**src/rtl/ram_loader_pkg.sv**
```systemverilog
`default_nettype none
// ============================================================================
//  Module   : ram_loader_pkg
//  Purpose  : Shared state encoding for the ram_loader FSM.
//  Contents : c_st_* state constants and the state_t enum that uses them.
//  Revision : 1.0 - initial release
// ============================================================================
package ram_loader_pkg;

    localparam logic [1:0] c_st_idle = 2'd0;
    localparam logic [1:0] c_st_load = 2'd1;
    localparam logic [1:0] c_st_dump = 2'd2;

    typedef enum logic [1:0] {
        IDLE = c_st_idle,
        LOAD = c_st_load,
        DUMP = c_st_dump
    } state_t;

endpackage
`default_nettype wire

```
**src/rtl/ram_addr_counter.sv**
```systemverilog
`default_nettype none
// ============================================================================
//  Module   : ram_addr_counter
//  Purpose  : A-bit address counter with synchronous clear, count enable
//             and a terminal-count flag (count == 2^A-1).
//  Ports    : clk, rst (async, active-high)
//             i_clear - zero the counter (wins over i_en)
//             i_en    - advance the counter by one, wrapping at 2^A
//             o_count - current count
//             o_tc    - high while the count is at its maximum
//  Revision : 1.0 - initial release
// ============================================================================
module ram_addr_counter #(
    parameter int A = 4
) (
    input  logic         clk,
    input  logic         rst,
    input  logic         i_clear,
    input  logic         i_en,
    output logic [A-1:0] o_count,
    output logic         o_tc
);

    logic [A-1:0] r_count;

    always_ff @(posedge clk or posedge rst) begin
        if (rst) begin
            r_count <= '0;
        end else if (i_clear) begin
            r_count <= '0;
        end else if (i_en) begin
            r_count <= r_count + 1'b1;
        end
    end

    assign o_count = r_count;
    assign o_tc    = &r_count;

endmodule
`default_nettype wire

```
**src/rtl/ram_loader.sv**
```systemverilog
`default_nettype none
// ============================================================================
//  Module   : ram_loader
//  Purpose  : Fills an external RAM from a valid/ready word stream (LOAD)
//             or streams its contents out through a valid/ready port (DUMP).
//  Ports    : clk, reset (async, active-high)
//             load_start / dump_start / abort  - command inputs (IDLE only
//                                                for the two starts)
//             in_valid / in_data / in_ready    - load-side stream
//             out_valid / out_data / out_ready - dump-side stream
//             ram_addr / ram_din / ram_we / ram_dout - external RAM port
//             busy  - FSM not in IDLE
//             done  - one-cycle pulse after the last word of an operation
//             checksum - XOR of loaded words (RAM_LOADER_CHECKSUM_EN only)
//  Config   : RAM_LOADER_CHECKSUM_EN adds the checksum port and register.
//  Revision : 1.0 - initial release
// ============================================================================
module ram_loader
    import ram_loader_pkg::*;
#(
    parameter int A = 4,
    parameter int D = 4
) (
    input  logic         clk,
    input  logic         reset,
    input  logic         load_start,
    input  logic         dump_start,
    input  logic         abort,
    input  logic         in_valid,
    input  logic [D-1:0] in_data,
    output logic         in_ready,
    output logic         out_valid,
    output logic [D-1:0] out_data,
    input  logic         out_ready,
    output logic [A-1:0] ram_addr,
    output logic [D-1:0] ram_din,
    output logic         ram_we,
    input  logic [D-1:0] ram_dout,
    output logic         busy,
    output logic         done
`ifdef RAM_LOADER_CHECKSUM_EN
    ,
    output logic [D-1:0] checksum
`endif
);

    state_t       r_state;
    state_t       w_next;
    logic         r_done;
    logic         w_done_next;
    logic         w_clear;
    logic         w_en;
    logic         w_tc;
    logic         w_load_go;
    logic         w_accept;
    logic [A-1:0] w_count;

    ram_addr_counter #(
        .A(A)
    ) u_counter (
        .clk     (clk),
        .rst     (reset),
        .i_clear (w_clear),
        .i_en    (w_en),
        .o_count (w_count),
        .o_tc    (w_tc)
    );

    always_ff @(posedge clk or posedge reset) begin
        if (reset) begin
            r_state <= IDLE;
            r_done  <= 1'b0;
        end else begin
            r_state <= w_next;
            r_done  <= w_done_next;
        end
    end

    always_comb begin
        w_next      = r_state;
        w_done_next = 1'b0;
        w_clear     = 1'b0;
        w_en        = 1'b0;
        w_load_go   = 1'b0;
        w_accept    = 1'b0;
        in_ready    = 1'b0;
        out_valid   = 1'b0;
        out_data    = '0;
        ram_din     = '0;
        ram_we      = 1'b0;

        case (r_state)
            IDLE: begin
                // load_start has priority; a simultaneous dump_start is dropped.
                if (load_start) begin
                    w_next    = LOAD;
                    w_clear   = 1'b1;
                    w_load_go = 1'b1;
                end else if (dump_start) begin
                    w_next  = DUMP;
                    w_clear = 1'b1;
                end
            end
            LOAD: begin
                in_ready = 1'b1;
                ram_din  = in_data;
                ram_we   = in_valid;
                w_accept = in_valid;
                // On abort the word in flight is still written, but the
                // counter stays put and no done pulse is raised.
                if (abort) begin
                    w_next = IDLE;
                end else if (in_valid) begin
                    w_en = 1'b1;
                    if (w_tc) begin
                        w_next      = IDLE;
                        w_done_next = 1'b1;
                    end
                end
            end
            DUMP: begin
                out_valid = 1'b1;
                out_data  = ram_dout;
                if (abort) begin
                    w_next = IDLE;
                end else if (out_ready) begin
                    w_en = 1'b1;
                    if (w_tc) begin
                        w_next      = IDLE;
                        w_done_next = 1'b1;
                    end
                end
            end
            default: begin
                w_next = IDLE;
            end
        endcase
    end

    assign ram_addr = w_count;
    assign busy     = (r_state != IDLE);
    assign done     = r_done;

`ifdef RAM_LOADER_CHECKSUM_EN
    logic [D-1:0] r_checksum;

    always_ff @(posedge clk or posedge reset) begin
        if (reset) begin
            r_checksum <= '0;
        end else if (w_load_go) begin
            r_checksum <= '0;
        end else if (w_accept) begin
            r_checksum <= r_checksum ^ in_data;
        end
    end

    assign checksum = r_checksum;
`endif

endmodule
`default_nettype wire
```
**config.mk**
```make
export PLATFORM = sky130hd
export DESIGN_NAME = ram_loader
export DESIGN_NICKNAME = d
export VERILOG_FILES = /design/src/rtl/ram_loader_pkg.sv /design/src/rtl/ram_addr_counter.sv /design/src/rtl/ram_loader.sv
export SDC_FILE = /design/constraint.sdc
export NUM_CORES = 1
export LEC_CHECK = 0
export CAP_MARGIN = 40
export CORE_MARGIN = 3
export CORE_UTILIZATION = 29
export DETAILED_ROUTE_END_ITERATION = 6
export PLACE_DENSITY = 0.75
export SYNTH_ARGS = -nofsm -noshare
export SYNTH_HDL_FRONTEND = slang
export SYNTH_HIERARCHICAL = 1
export SYNTH_SLANG_ARGS = --single-unit
```
**constraint.sdc**
```tcl
create_clock -name clk -period 2.3 [get_ports clk]
set_input_delay 0.575 -clock clk [delete_from_list [all_inputs] [get_ports clk]]
set_output_delay 0.575 -clock clk [all_outputs]
set_load 0.02 [all_outputs]
```
Fig. 1: run 1, placement density heat map
10 x 10 tiles, from black (low) to pale yellow (high), 0 to 100% covered.
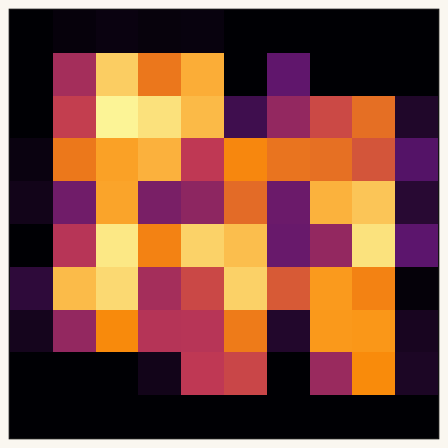
nearly empty tiles: 30%
densest ninth of the die: centre
mean over tiles: 37%
tiles over 75% full: 20%
fullest tile: 98%
Core ar.: 1594 sq um
Final Util: 0.5628
FP Core Util: 0.3242

Fig. 2: run 1, signal wires on met3
Bar = 10 um.
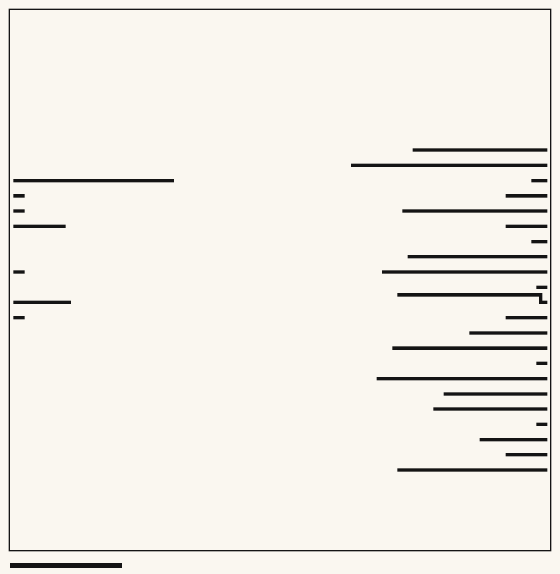
main direction: horizontal
wire length on this layer: 199 um
nets with wire on the layer: 29
share of all routed wire: 15%
final wirelength: 1304 um
grt met3 use: 0.04797
Vias: 508

Fig. 3: run 1, nets reached from selected ports
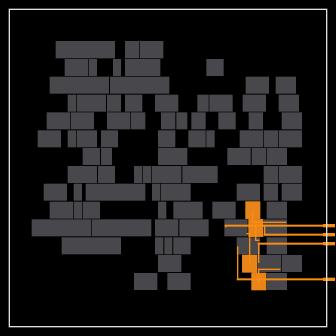
| colour | port | bits | direction | end cells | buffers | wire |
|---|---|---|---|---|---|---|
| orange | in_data | 4 | input | 4 | 4 | 75.4 um |
I/O Buffers: 31
Boundary Pins: 32

==> CHANGELOG.md, run 1 <==
### Metrics

* CTS tree: yes
* DIE WIDTH at 48.21 um
* Initial DRT Pass Iterations at 2
* Crit path from: r_state[1]
* Post-DP HPWL at 1089 um
* Final cycle utilization of the critical path at 0.9475
* Max Slew Vio Count at 0
* Cell depth of the worst flop-to-flop path at 6
* Die Span Y at 48.21 um
* Residual DRC at 0
* Setup TNS at 0 ps
* Gr ovfl total at 0
* Synth Seq Share at 0.3390
* Yosys warns at 6
* Min cycle time layout at 2179 ps
* Worst setup SP type: flop
* Total of max-cap violations at 0
* Avg WL per Cell at 11.24 um
* Sw Pwr at 303.5 uW
* P_leak at 0.4576 nW
* Post-synth regs at 7
* First-iteration detailed-routing DRC count at 5
* DR vias/cell at 4.379
* Area growth, synth to finish at 73.61%
* Reg clk slew, reported paths at 50 ps
* Switching part of the total power at 0.4141
* Clk ins delay skew pair at 240 ps
* Die area at 2324 sq um
* FP Rows at 14
* Final setup fails at 0
* N_diodes at 0
* Fillcell total at 155
* XOR/XNOR Fraction of Synth Area at 0.01695
* Share of cells above drive strength 1 at 0.09783
* Maximum vdd drop at 454.7 uV
* Root Buffer: clkbuf_4
* Multiplexer share at 0.08717
* CTS max path bufs at 2
* Top comb family, area: simple AND/OR/NAND/NOR gates
* Post-synthesis compound-gate area fraction at 0.09201
* R2R Setup Slk at 590 ps
* Cells after Synth at 54
* Outcome: complete, no violations
* NumNets Final at 114
* GRT Total Usage at 0.1089
* Setup bufs post-CTS at 0
* Worst r2r dst: u_counter/o_count[3]
* Clock power frac at 0.145
* Tool warning count at 30
* WP data required at 1730 ps
==> run 1: per-stage QoR <==
stage	instances	utilization	hold slack, ps	worst slack [ps]
after CTS	116	0.5612	525.0	56.50
final	116	0.5628	525.2	120.8
after detailed placement	112	0.5518	584.9	-80.08
after global placement	112	0.5518	563.8	-56.53
after floorplan	54	-	328.6	308.0
after global routing	116	0.5628	525.9	34.03
==> run 1: sequential cells by signal, summed over array words and instances, names as in the netlist <==
name and flops:
done 1, u_counter/o_count 4, r_state 2
==> run 1: logic make-up (layout without fill, tap and decap cells) <==
kind of cell / after synthesis / in the layout
simple gates: 25 / 25
flops: 7 / 7
fa+ha+maj: 6 / 6
compound gates: 6 / 6
buf+inv: 5 / 43
mux: 4 / 4
xor+xnor: 1 / 1
==> run 1: worst max-delay path by stage <==
stage / end / slack, ps
3_3_place_gp: ram_we / -60
6_report: in_ready / 120
4_1_cts: busy / 60
2_1_floorplan: u_counter/o_count[3] / 310
5_1_grt: in_ready / 30
3_5_place_dp: ram_we / -80
==> run 1: per-layer routing <==
layer / part of all wire / global-route usage / vias to the layer above
li1: - / - / 257
met2: 0.42 / 0.1901 / 29
met5: 0 / 0 / -
met3: 0.15 / 0.04797 / 0
met1: 0.43 / 0.1178 / 222
met4: 0 / 0.03226 / 0
==> run 1: final cells by class <==
class	count	area, sq um	share of cell area
Clock buffer	4	26.28	0.02929
Inverter	5	18.77	0.02092
Multi-Input combinational cell	42	322.8	0.3598
Sequential cell	7	175.2	0.1953
Tap cell	24	30.03	0.03347
Timing Repair Buffer	34	324.1	0.3612
==> run 1: power groups by stage <==
stage	Clock (mW)	Combinational [mW]	Sequential, mW
finish	0.106	0.461	0.165
global route	0.121	0.508	0.167
CTS	0.110	0.476	0.165
detailed placement	0	0.498	0.167
global placement	0	0.491	0.166
floorplan	0	0.288	0.170
==> run 1: layout by cell type (no fill, tap or decap), types with 2 or more instances in the layout <==
cell and count:
clkdlybuf4s50_1 21, and2_1 9, dlygate4sd2_1 9, dfrtp_1 7, nor2_1 6, ha_1 6
inv_1 5, a21oi_1 3, mux2i_1 3, clkbuf_4 3, buf_4 3, nand2b_1 2
==> run 1: Yosys cell counts <==
master,instances,share of area
a21oi_1,3,0.029
nor3b_1,1,0.015
and2_1,9,0.11
nand3b_1,1,0.015
a22oi_1,1,0.015
nand2b_1,2,0.024
mux2_4,1,0.029
ha_1,6,0.15
nor4bb_1,1,0.019
a21bo_2,1,0.019
mux2i_1,3,0.058
and3_1,1,0.012
or2b_1,1,0.015
inv_1,5,0.036
dfrtp_1,7,0.34
nor2b_1,1,0.012
nand2_1,1,0.0073
a221oi_2,1,0.029
xnor2_1,1,0.017
nor2_1,6,0.044
nand4_1,1,0.012
==> run 1: critical path, stage by stage, from the launching register on <==
cell,delay (ps)
dfrtp_1,400
inv_1,120
ha_1,220
clkdlybuf4s50_1,630
==> run 1: what timing repair did <==
item,4_1_cts,5_1_grt
resized,9,1
hold buffers,0,0
endpoints found under the setup margin,9,1
==> run 2: changes to the inputs <==
CORE_MARGIN = default   (was 3)
Fig. 4: run 2, selected gate families
Bar = 10 um.
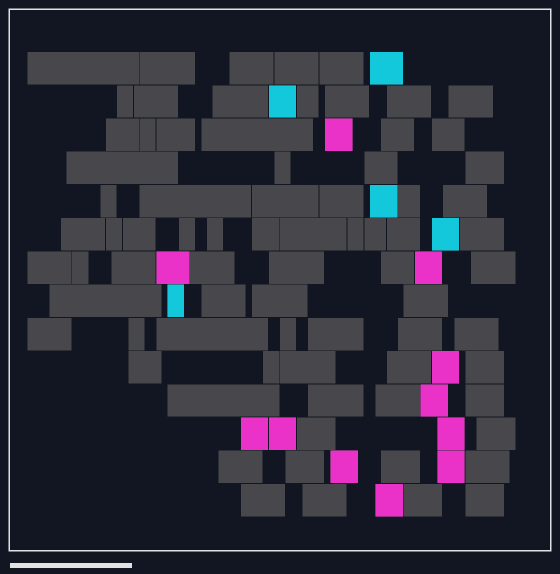
| colour | family | cells |
|---|---|---|
| cyan | NAND gates | 5 |
| magenta | AND and OR gates | 11 |
multi-input gate share of the layout cell area: 0.3639
Final Non-Filler Cells: 108

Fig. 5: run 2, cell placement
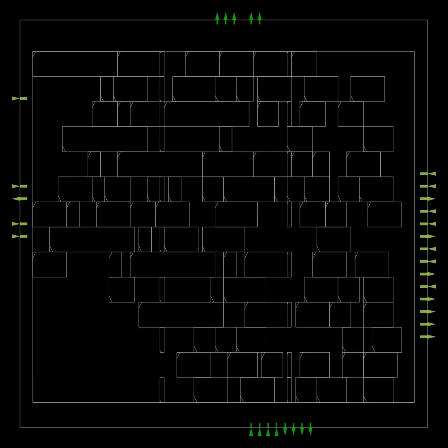
Final Util: 0.5627
FP Rows: 14
fillcell total: 159

Fig. 6: run 2, nets reached from selected ports
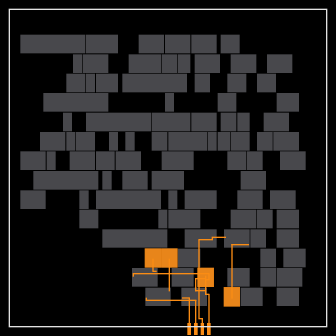
| colour | port | bits | direction | end cells | buffers | wire |
|---|---|---|---|---|---|---|
| orange | in_data | 4 | input | 4 | 4 | 71.1 um |

==> run 2 against run 1 <==
Via count down 2.8%. Routed wire length is 3.9% lower. Synthesized cell count is the same. Utilization is essentially flat. Largest power group unchanged. Sequential cell count unchanged. Critical path type unchanged. Non-clock buffer count unchanged. Largest cell class unchanged.
==> CHANGELOG.md, run 2 <==
### Metrics

* Outcome: complete, no violations
* Area growth, synth to finish at 71.67%
* Synth top area cells: dfrtp_1 (34%), ha_1 (15%), and2_1 (11%), mux2i_1 (5.8%), nor2_1 (4.4%)
* Total of max-cap violations at 0
* CP max stage delay at 630 ps
* Top cells excl fill/tap: clkdlybuf4s50_1 (21), and2_1 (9), dlygate4sd2_1 (9)
* Reg clk slew, reported paths at 50 ps
* CTS-repair resized insts at 9
* Post-synth EDFFs at 0
* Share of cells above drive strength 1 at 0.09783
* Gr ovfl total at 0
* Die area at 1955 sq um
* First-iteration detailed-routing DRC count at 11
* Final cycle utilization of the critical path at 0.9565
* XOR/XNOR Fraction of Synth Area at 0.01695
* DIE WIDTH at 44.21 um
* Vias at 494
* Post-synth top cells: and2_1 (9), dfrtp_1 (7), ha_1 (6), nor2_1 (6), inv_1 (5)
* Avg WL per Cell at 11.60 um
* Top cell excl fill/tap: clkdlybuf4s50_1
[run 2: cell counts in the layout (fill, tap and decap cells not counted)]
Identical to the previous run, type by type.
[run 2: metal layers]
layer  track usage  wire length [um]
met4       0.07273                 8
met2        0.2059               530
met5             0                 0
met3       0.02041                80
met1        0.1954               634
[run 2: per-stage QoR]
step             util  hold WS, ps  setup WS [ps]  instance area, sq um
2_1_floorplan       -        328.6          308.0                 516.7
5_1_grt        0.5627        552.2          50.69                 887.1
3_5_place_dp   0.5516        586.6         -84.90                 869.6
6_report       0.5627        523.7          100.1                 887.1
4_1_cts        0.5611        522.3          47.22                 884.6
3_3_place_gp   0.5516        579.0         -54.74                 869.6
[run 2: area by class of cell]
type	count	area (sq um)	area share
clock buffers	4	26.28	0.02962
inverters	5	18.77	0.02116
multi-input cells	42	322.8	0.3639
flip-flops and latches	7	175.2	0.1975
well taps	16	20.02	0.02257
repair buffers	34	324.1	0.3653
[run 2: power breakdown]
group | internal (mW) | total [mW] | switching (mW)
Sequential | 0.145 | 0.164 | 0.0191
Combinational | 0.220 | 0.464 | 0.245
Clock | 0.0661 | 0.109 | 0.0429
[run 2: cell families (layout without fill, tap and decap cells)]
kind of cell,Yosys count,after routing
AND-OR/OR-AND,6,6
buffers and inverters,5,43
AND/OR/NAND/NOR,25,25
multiplexers,4,4
XOR/XNOR,1,1
flip-flops,7,7
adder cells (fa/ha/maj),6,6
[run 2: worst max path at each step]
stage / start / end / slack (ps) / cells past startpoint
floorplan: r_state[1] / u_counter/o_count[3] / 310 / 6
global placement: in_valid / ram_we / -50 / 3
detailed placement: in_valid / ram_we / -80 / 3
CTS: r_state[0] / busy / 50 / 4
global route: r_state[0] / out_valid / 50 / 3
finish: r_state[1] / in_ready / 100 / 3
[run 2: worst register-to-register path, delay by kind of cell (launching register included)]
family | cells | cell delay [ps]
mux | 1 | 320
simple gates | 2 | 430
buf+inv | 1 | 130
compound gates | 1 | 100
fa+ha+maj | 1 | 230
flops | 1 | 390
==> run 3: changes to the inputs <==
PLACE_DENSITY = 0.66   (was 0.75)
SYNTH_HIERARCHICAL = default   (was 1)
Fig. 7: run 3, nets reached from selected ports
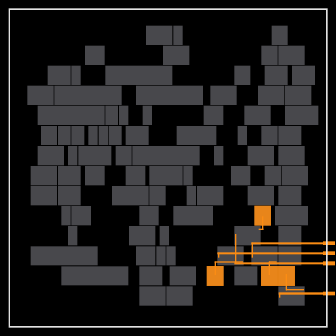
| colour | port | bits | direction | end cells | buffers | wire |
|---|---|---|---|---|---|---|
| orange | in_data | 4 | input | 4 | 4 | 62.8 um |

Fig. 8: run 3, cell placement
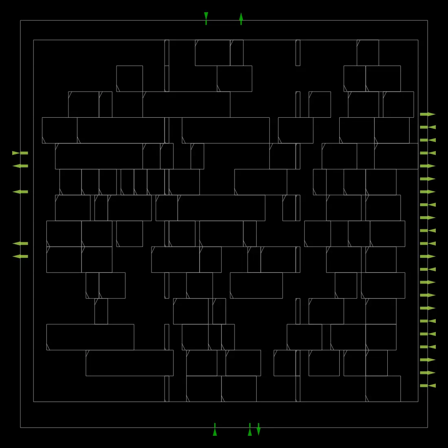
Final Non-Filler Cells: 106
Final Util: 0.5511
Core ar.: 1541 sq um
TAP cells: 16
sequential share of cell area: 0.2062

Fig. 9: run 3, signal wires on met3
Bar = 10 um.
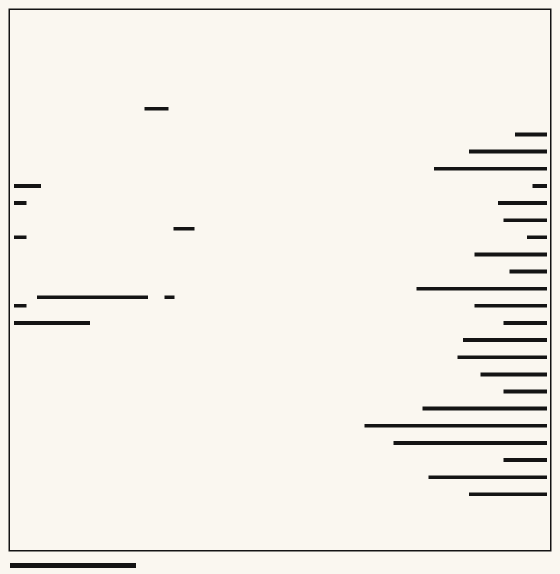
nets with wire on the layer: 29
main direction: horizontal
final wirelength: 1190 um
grt met3 use: 0.03830

==> run 3 against run 2 <==
Final cell count down 1.9%. Sequential share of layout area increased by 0.87 points. Synthesized area shrank 6.3%. Total power barely moved. Combinational power barely moved. Utilization shrank 1.2 points. Die size fell by 6.0%. Via count increased by 5.7%. Routed wire length decreased by 5.0%. Worst setup slack worse by 7.4 ps. Sequential power about the same. Critical endpoint is now busy.
==> CHANGELOG.md, run 3 <==
### Metrics

* Initial DRT Pass Iterations at 4
* # hold bufs at CTS at 0
* First-iteration detailed-routing DRC count at 1
* NumNets Final at 110
* Reg area at 175.2 sq um
* Root Buffer: clkbuf_4
* Post-DP HPWL at 879.9 um
* P_int at 432.8 uW
* GRT Total Usage at 0.1366
* Post-synth regs at 7
* Clk ins delay skew pair at 250 ps
* Comb area at 291.5 sq um
* Count leader, synth: and2_1
* Outcome: complete, no violations
* Boundary Pins at 32
* Switching part of the total power at 0.4129
* Final instance area at 849.6 sq um
* Cells after Synth at 54
* Max reg flops at 4
* Share of cells above drive strength 1 at 0.1111
* Primary FF master, synth: dfrtp_1
* Synth top area cells: dfrtp_1 (36%), and2_1 (12%), ha_1 (10%), inv_1 (4.7%), nor2_1 (4.7%)
* Min cycle time layout at 2207 ps
* Sw Pwr at 304.4 uW
* Reg clk slew, reported paths at 50 ps
* Worst r2r dst: r_state[0]
* Post-synth EDFFs at 0
* R2R Setup Slk at 790 ps
* Sequential Power Share at 0.222
* Top cells excl fill/tap: clkdlybuf4s50_1 (22), and2_1 (9), dfrtp_1 (7), dlygate4sd2_1 (7)
* Async SR Flop Fraction at 1.000
* Yosys top cell by area: dfrtp_1
run 3: cell count changes in the layout (fill, tap and decap cells not counted), sizes merged, moves of 2 or more:
cell         previous run  this run
nand2                   1         4
dlygate4sd2             9         7
buf                     3         1
nand3                   0         3
ha                      6         4
xor2                    0         2
a21oi                   3         1
mux2i                   3         0
run 3: cells by family after synthesis:
| kind of cell | Yosys count | synth area share |
|---|---|---|
| buffers and inverters | 6 | 0.04651 |
| xor gates and xnor gates | 3 | 0.05427 |
| and+or+nand+nor | 26 | 0.3023 |
| AOI/OAI and AO/OA | 8 | 0.1318 |
| adders and majority gates | 4 | 0.1034 |
| DFF | 7 | 0.3618 |
run 3: layer usage:
metal | routed length, um | global-route usage
met1 | 503 | 0.1605
met2 | 514 | 0.2121
met3 | 148 | 0.03830
met4 | 23 | 0.09375
met5 | 0 | 0
run 3: layout make-up:
| type | instances | share of cell area |
|---|---|---|
| sequential | 7 | 0.2062 |
| multi-input combinational | 41 | 0.3432 |
| timing repair buffer | 32 | 0.3697 |
| clock buffer | 4 | 0.03093 |
| inverter | 6 | 0.02651 |
| tap | 16 | 0.02356 |
run 3: worst max-delay path by stage:
| stage | from | to | slack, ps | depth (start not counted) |
|---|---|---|---|---|
| 2_1_floorplan | r_state[1] | ram_din[0] | 660 | 3 |
| 3_3_place_gp | in_valid | ram_we | -30 | 3 |
| 3_5_place_dp | in_valid | ram_we | -30 | 3 |
| 4_1_cts | ram_dout[1] | out_data[1] | 2 | 3 |
| 5_1_grt | r_state[0] | busy | 2 | 4 |
| 6_report | r_state[0] | busy | 90 | 4 |
run 3: power groups by stage:
stage | sequential [mW] | clock (mW) | combinational [mW]
6_report | 0.164 | 0.110 | 0.464
5_1_grt | 0.166 | 0.121 | 0.506
4_1_cts | 0.164 | 0.115 | 0.469
3_5_place_dp | 0.165 | 0 | 0.482
3_3_place_gp | 0.165 | 0 | 0.478
2_1_floorplan | 0.169 | 0 | 0.284
run 3: repair_timing:
item	CTS	global route
gates resized	9	2
endpoints found under the hold margin	0	0
setup buffers	0	0
cloned	0	0
setup endpoints to repair	9	2
run 3: worst max-delay path, stage by stage, from the launching register on:
cell             delay [ps]
dfrtp_1                 380
inv_1                    80
ha_1                    230
inv_1                    90
clkdlybuf4s50_1         600
run 3: through the flow:
stage | utilization | power [mW] | hold slack [ps] | worst slack (ps)
global route | 0.5511 | 0.7941 | 580.0 | 1.672
finish | 0.5511 | 0.7372 | 561.4 | 92.72
floorplan | - | 0.4531 | 378.4 | 655.5
global placement | 0.5333 | 0.6429 | 529.6 | -25.63
detailed placement | 0.5333 | 0.6474 | 530.3 | -28.92
CTS | 0.5479 | 0.7474 | 556.2 | 2.070
No activity file was given, so power comes from the tool's default toggle rates.
